`src/rtl/uart_line_echo_pkg.sv`:
```
// Shared definitions for the UART line-echo block.
// Holds the ASCII control codes the echo logic reacts to and emits, and the
// FSM state encoding used by the top level.
package uart_line_echo_pkg;

  localparam logic [7:0] AsciiCr = 8'h0D;
  localparam logic [7:0] AsciiLf = 8'h0A;
  localparam logic [7:0] AsciiBs = 8'h08;

  typedef enum logic [1:0] {
    StCollect,
    StSendData,
    StSendCr,
    StSendLf
  } state_e;

endpackage

```
`src/rtl/uart_line_echo_line_buf_ram.sv`:
```
// line_buf_ram: simple dual-port RAM (one write port, one synchronous read
// port), DEPTH x 8. It has no reset and a registered read, so it can map onto
// block RAM.
//   clk      - clock for both ports
//   i_we     - write enable
//   i_waddr  - write address
//   i_wdata  - write data
//   i_raddr  - read address, sampled on the rising edge
//   o_rdata  - data at i_raddr from the previous rising edge
module line_buf_ram #(
  parameter int unsigned DEPTH = 32,
  parameter int unsigned AW    = $clog2(DEPTH)
) (
  input  logic          clk,
  input  logic          i_we,
  input  logic [AW-1:0] i_waddr,
  input  logic [7:0]    i_wdata,
  input  logic [AW-1:0] i_raddr,
  output logic [7:0]    o_rdata
);

  logic [7:0] r_mem [DEPTH];
  logic [7:0] r_rdata;

  always_ff @(posedge clk) begin
    if (i_we) begin
      r_mem[i_waddr] <= i_wdata;
    end
    r_rdata <= r_mem[i_raddr];
  end

  assign o_rdata = r_rdata;

endmodule

```
`src/rtl/uart_line_echo.sv`:
```
// uart_line_echo: collects received bytes into a line buffer and, on the
// end-of-line byte, echoes the line followed by CR LF to the transmitter.
//   clk              - system clock, rising edge
//   resetn           - asynchronous active-low reset
//   i_rx_data        - received byte
//   i_rx_data_valid  - one-cycle strobe for i_rx_data, no backpressure
//   o_tx_data        - byte offered to the transmitter
//   o_tx_data_valid  - o_tx_data is valid (held until accepted)
//   i_tx_ready       - transmitter accepts the byte on this edge
//   o_line_overflow  - sticky, current line exceeded DEPTH bytes
//   o_rx_drop        - one-cycle pulse, a received byte was discarded
//   o_busy           - echo in progress, RX bytes are discarded
module uart_line_echo
  import uart_line_echo_pkg::*;
#(
  parameter int unsigned DEPTH    = 32,
  parameter logic [7:0]  EOL_CHAR = 8'h0D
) (
  input  logic       clk,
  input  logic       resetn,
  input  logic [7:0] i_rx_data,
  input  logic       i_rx_data_valid,
  output logic [7:0] o_tx_data,
  output logic       o_tx_data_valid,
  input  logic       i_tx_ready,
  output logic       o_line_overflow,
  output logic       o_rx_drop,
  output logic       o_busy
);

  localparam int unsigned AW = $clog2(DEPTH);
  localparam int unsigned CW = AW + 1;
  localparam logic [CW-1:0] CountFull = CW'(DEPTH);

  state_e          r_state, w_state_d;
  logic [CW-1:0]   r_count, w_count_d;
  logic [CW-1:0]   r_len, w_len_d;
  logic [CW-1:0]   r_rd_idx, w_rd_idx_d;
  logic [7:0]      r_tx_data, w_tx_data_d;
  logic            r_tx_valid, w_tx_valid_d;
  logic            r_overflow, w_overflow_d;
  logic            r_rx_drop, w_rx_drop_d;
  logic            w_we;
  logic [7:0]      w_rdata;
  logic            w_xfer;

  assign w_xfer = r_tx_valid & i_tx_ready;

  always_comb begin
    w_state_d    = r_state;
    w_count_d    = r_count;
    w_len_d      = r_len;
    w_rd_idx_d   = r_rd_idx;
    w_tx_data_d  = r_tx_data;
    w_tx_valid_d = r_tx_valid;
    w_overflow_d = r_overflow;
    w_rx_drop_d  = 1'b0;
    w_we         = 1'b0;

    // Any byte arriving while echoing is lost.
    if (r_state != StCollect) begin
      w_rx_drop_d = i_rx_data_valid;
    end

    unique case (r_state)
      StCollect: begin
        if (i_rx_data_valid) begin
          if (i_rx_data == EOL_CHAR) begin
            w_len_d    = r_count;
            w_rd_idx_d = '0;
            w_state_d  = (r_count != '0) ? StSendData : StSendCr;
          end else if (i_rx_data == AsciiBs) begin
            if (r_count != '0) begin
              w_count_d = r_count - 1'b1;
            end
          end else if (r_count < CountFull) begin
            w_we      = 1'b1;
            w_count_d = r_count + 1'b1;
          end else begin
            w_overflow_d = 1'b1;
            w_rx_drop_d  = 1'b1;
          end
        end
      end

      // Each SEND state loads its byte when valid is low and clears valid on
      // transfer, giving exactly one idle cycle between bytes.
      StSendData: begin
        if (!r_tx_valid) begin
          w_tx_data_d  = w_rdata;
          w_tx_valid_d = 1'b1;
        end else if (i_tx_ready) begin
          w_tx_valid_d = 1'b0;
          if (r_rd_idx + 1'b1 < r_len) begin
            w_rd_idx_d = r_rd_idx + 1'b1;
          end else begin
            w_state_d = StSendCr;
          end
        end
      end

      StSendCr: begin
        if (!r_tx_valid) begin
          w_tx_data_d  = AsciiCr;
          w_tx_valid_d = 1'b1;
        end else if (i_tx_ready) begin
          w_tx_valid_d = 1'b0;
          w_state_d    = StSendLf;
        end
      end

      StSendLf: begin
        if (!r_tx_valid) begin
          w_tx_data_d  = AsciiLf;
          w_tx_valid_d = 1'b1;
        end else if (w_xfer) begin
          w_tx_valid_d = 1'b0;
          w_state_d    = StCollect;
          w_count_d    = '0;
          w_rd_idx_d   = '0;
          w_overflow_d = 1'b0;
        end
      end

      default: w_state_d = StCollect;
    endcase
  end

  always_ff @(posedge clk or negedge resetn) begin
    if (!resetn) begin
      r_state    <= StCollect;
      r_count    <= '0;
      r_len      <= '0;
      r_rd_idx   <= '0;
      r_tx_data  <= 8'h00;
      r_tx_valid <= 1'b0;
      r_overflow <= 1'b0;
      r_rx_drop  <= 1'b0;
    end else begin
      r_state    <= w_state_d;
      r_count    <= w_count_d;
      r_len      <= w_len_d;
      r_rd_idx   <= w_rd_idx_d;
      r_tx_data  <= w_tx_data_d;
      r_tx_valid <= w_tx_valid_d;
      r_overflow <= w_overflow_d;
      r_rx_drop  <= w_rx_drop_d;
    end
  end

  // Read address follows the next read index so the registered RAM output
  // already holds the right byte when the idle cycle loads it.
  line_buf_ram #(
    .DEPTH (DEPTH)
  ) u_line_buf_ram (
    .clk     (clk),
    .i_we    (w_we),
    .i_waddr (r_count[AW-1:0]),
    .i_wdata (i_rx_data),
    .i_raddr (w_rd_idx_d[AW-1:0]),
    .o_rdata (w_rdata)
  );

  assign o_tx_data       = r_tx_data;
  assign o_tx_data_valid = r_tx_valid;
  assign o_line_overflow = r_overflow;
  assign o_rx_drop       = r_rx_drop;
  assign o_busy          = (r_state != StCollect);

endmodule
```
`config.mk`:
```
export PLATFORM = sky130hd
export DESIGN_NAME = uart_line_echo
export DESIGN_NICKNAME = d
export VERILOG_FILES = /design/src/rtl/uart_line_echo_pkg.sv /design/src/rtl/uart_line_echo_line_buf_ram.sv /design/src/rtl/uart_line_echo.sv
export SDC_FILE = /design/constraint.sdc
export NUM_CORES = 1
export LEC_CHECK = 0
export ABC_AREA = 1
export CAP_MARGIN = 20
export CORE_UTILIZATION = 40
export DETAILED_ROUTE_END_ITERATION = 8
export PLACE_DENSITY_LB_ADDON = 0.08
export SLEW_MARGIN = 10
export SYNTH_ARGS = -nofsm -noshare
export SYNTH_HDL_FRONTEND = slang
export SYNTH_SLANG_ARGS = --single-unit
```
`constraint.sdc`:
```
create_clock -name clk -period 3.3 [get_ports clk]
set_input_delay 0.495 -clock clk [delete_from_list [all_inputs] [get_ports clk]]
set_output_delay 0.495 -clock clk [all_outputs]
set_load 0.02 [all_outputs]
```
Figure 1. Clock wires, drivers and flops (run 1).
The bar under the picture is 50 µm long.
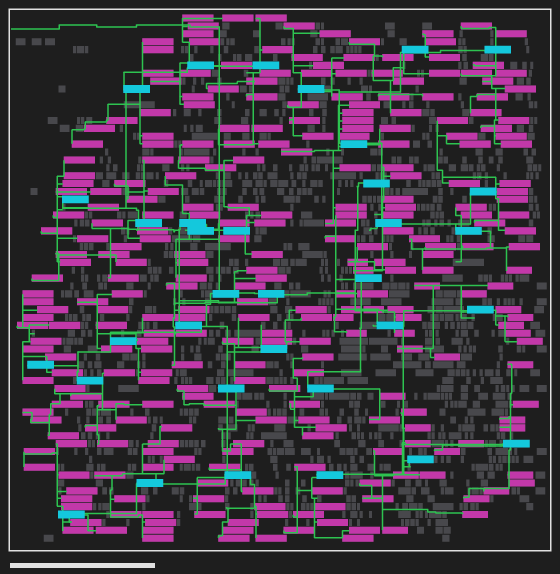
[cells driving clock nets] cyan | count: 34
[flip-flops] magenta | count: 295
[clock wires] green | length: 3,800 µm
flops lie: widely spread
routed clock nets: 35
clock share of power: 0.279
Clk power: 0.00358 W
Clock Skew: 0.0185 ns

Figure 2. The metal 3 layer (run 1).
The bar under the picture is 50 µm long. Cells faint in the background.
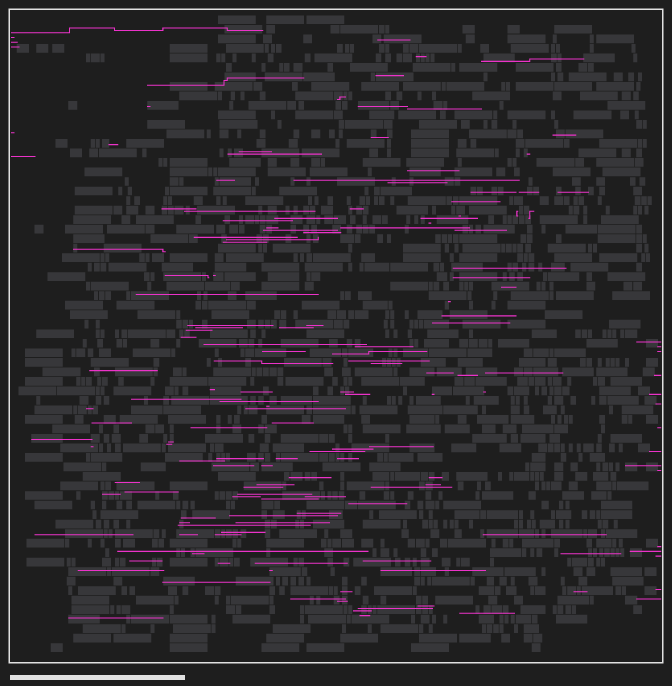
share of all routed wire: 5.5%
longest straight run: 71.5 µm
main direction: horizontal
Vias: 9,631
Routed WL: 39,800 µm

Figure 3. Routing congestion (run 1).
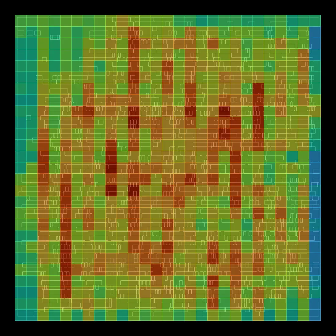
Core Util, Final: 0.495
Total GRT Usage: 0.221
grt met2 use: 0.339

Figure 4. Met2 routing (run 1).
Cells faint in the background.
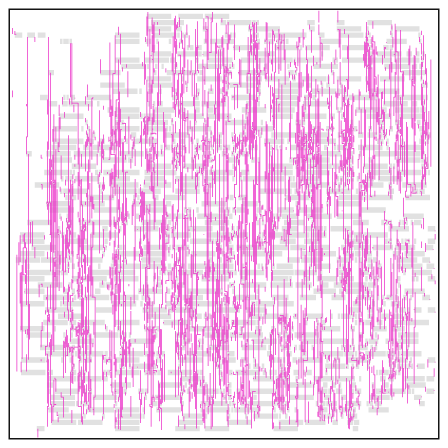
share of all routed wire: 46%
nets with wire on the layer: 1,045
main direction: vertical

==> impl_metrics.ini, run 1 <==
; generated from flow reports
[synthesis]
synth_warnings = 0
ys.flops = 295
synth-main-ff-cell = edfxtp_1
synth.distinct_cells = 40

[detailed_routing]
drc = 0
wl_met3_um = 2190
ant_nets = 0

[cells_and_area]
antenna_cells = 0

[global_route]
antenna_found_initial = 0
grt-ovfl-total = 0
busiest_layer = met2
grt_first_pass_wirelength_um = 57500

[floorplanning]
fp_util = 0.406

[sta]
worst_slew_margin_rel = 0.484
setup_viol = 0
fin_ws_ns = 0.139
hold_viol_final = 0
drv_slew = 0

[setup_path]
timing.rr.start = r_rd_idx[0]
path_cells = nand3_1 > inv_1 > or2_2 > nand2_1 > inv_1 > ha_1 > nand2_1 > nand2_1 > a21oi_2 > nand3_4 > o21bai_4 > buf_12 > nand2_8 > buf_12 > clkbuf_16 > nand2_1 > nand3_1 > nand3_1 > nand3_2 > nand2_1 > nand2_1 > nand2_1
cp_max_fo = 10

[clock_network]
numClockSinks = 295
cts_root_buf = clkbuf_16

[placed_design]
dp_cells = 1815

[pwr]
seqPwrFrac = 0.351
finalPower_w = 0.0129

[run_status]
status = finished, final reports clean
-- run 1: path summary, 6_finish.rpt --
kind                                        endpoint  cells after the start  slack, ns
hold / removal                            r_count[1]                      2       0.39
setup reg to reg           u_line_buf_ram.o_rdata[6]                     22       0.14
hold reg to reg                         o_tx_data[6]                      2       0.47
min in group clk                        o_tx_data[6]                      2       0.47
setup / recovery           u_line_buf_ram.o_rdata[6]                     22       0.14
max in group asynchronous                r_rd_idx[4]                      2       2.61
-- run 1: state kept, by name, summed over array words and instances, names as in the netlist --
signal                  cells
o_line_overflow             1
o_rx_drop                   1
o_tx_data                   8
o_tx_data_valid             1
r_count                     6
r_len                       6
r_rd_idx                    6
r_state                     2
u_line_buf_ram.o_rdata      8
u_line_buf_ram.r_mem      256
==> run 1 -> run 2 <==
- SLEW_MARGIN: 10 -> not set
Figure 5. Routed metal, one colour a layer (run 2).
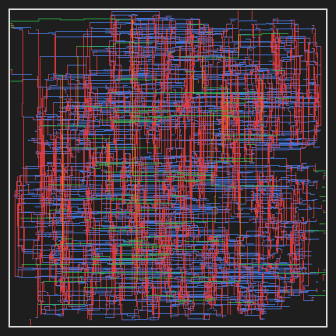
| layer | colour | wire length |
|---|---|---|
| met2 | red | 18,300 µm |
| met4 | orange | 624 µm |
| met1 | blue | 18,700 µm |
| met3 | green | 2,190 µm |

==> run 2 against run 1 <==
Compared with the run above:
- via count stayed put
- final cell count stayed put
- sequential power about the same
- fmax unchanged
- sequential share of layout area unchanged
- combinational power is essentially flat
- count of clock-buffer cells in the layout unchanged
- clock power about the same
- sequential cell count did not move
- critical path depth unchanged
- area after synthesis stayed put
- critical endpoint unchanged
- final area unchanged
==> impl_metrics.ini, run 2 <==
; generated from flow reports
[run_status]
status = finished, final reports clean

[sta]
drv_slew = 0
setup_viol = 0
worst_slew_margin_rel = 0.484

[global_route]
gr-usage-all-layers = 0.221
antenna_found_initial = 0
grt_first_pass_wirelength_um = 57500
grt-ovfl-total = 0
busiest_layer = met2
met2_usage = 0.339

[detailed_routing]
drc = 0
wl_met3_um = 2190
finalWirelength_um = 39800
ant_nets = 0

[pwr]
finalPower_w = 0.0129
clock_power_share = 0.279
p_clk_w = 0.00358
seqPwrFrac = 0.351

[synthesis]
synth_warnings = 0
synth-main-ff-cell = edfxtp_1

[floorplanning]
fp_util = 0.406

[placed_design]
dp_cells = 1815

[cells_and_area]
antenna_cells = 0
utilization = 0.495
regMostFlops = u_line_buf_ram.r_mem

[setup_path]
worstSetupEndpoint = u_line_buf_ram.o_rdata[6]
timing.rr.start = r_rd_idx[0]
rr_worst_depth = 22
cp_max_fo = 10
worst-path-stages = 22
rrSetupSlack_ns = 0.14

[clock_network]
numClockSinks = 295
cts_root_buf = clkbuf_16
## run 2: cells by family (layout without fill, tap and decap cells)
| logic type | Yosys count | in the layout | synth area share |
|---|---|---|---|
| and+or+nand+nor | 667 | 667 | 0.237 |
| DFF | 295 | 295 | 0.634 |
| buffers and inverters | 288 | 421 | 0.0883 |
| AOI/OAI and AO/OA | 41 | 41 | 0.0194 |
| adders and majority gates | 18 | 18 | 0.0171 |
| xor gates and xnor gates | 6 | 6 | 0.00386 |
## run 2: what timing repair did
item	in CTS	in global routing
gates resized	0	39
hold buffers	0	0
endpoints found under the setup margin	0	8
setup buffers	0	10
## run 2: layout make-up
type                    count  area, µm²
well taps                 448        561
clock buffers              40        883
inverters                 224        846
fillers                  3125      16900
flip-flops and latches    295       8620
repair buffers            136       1590
clock inverters            21        171
multi-input cells         732       3930
Power is estimated from default activity; no workload was simulated.
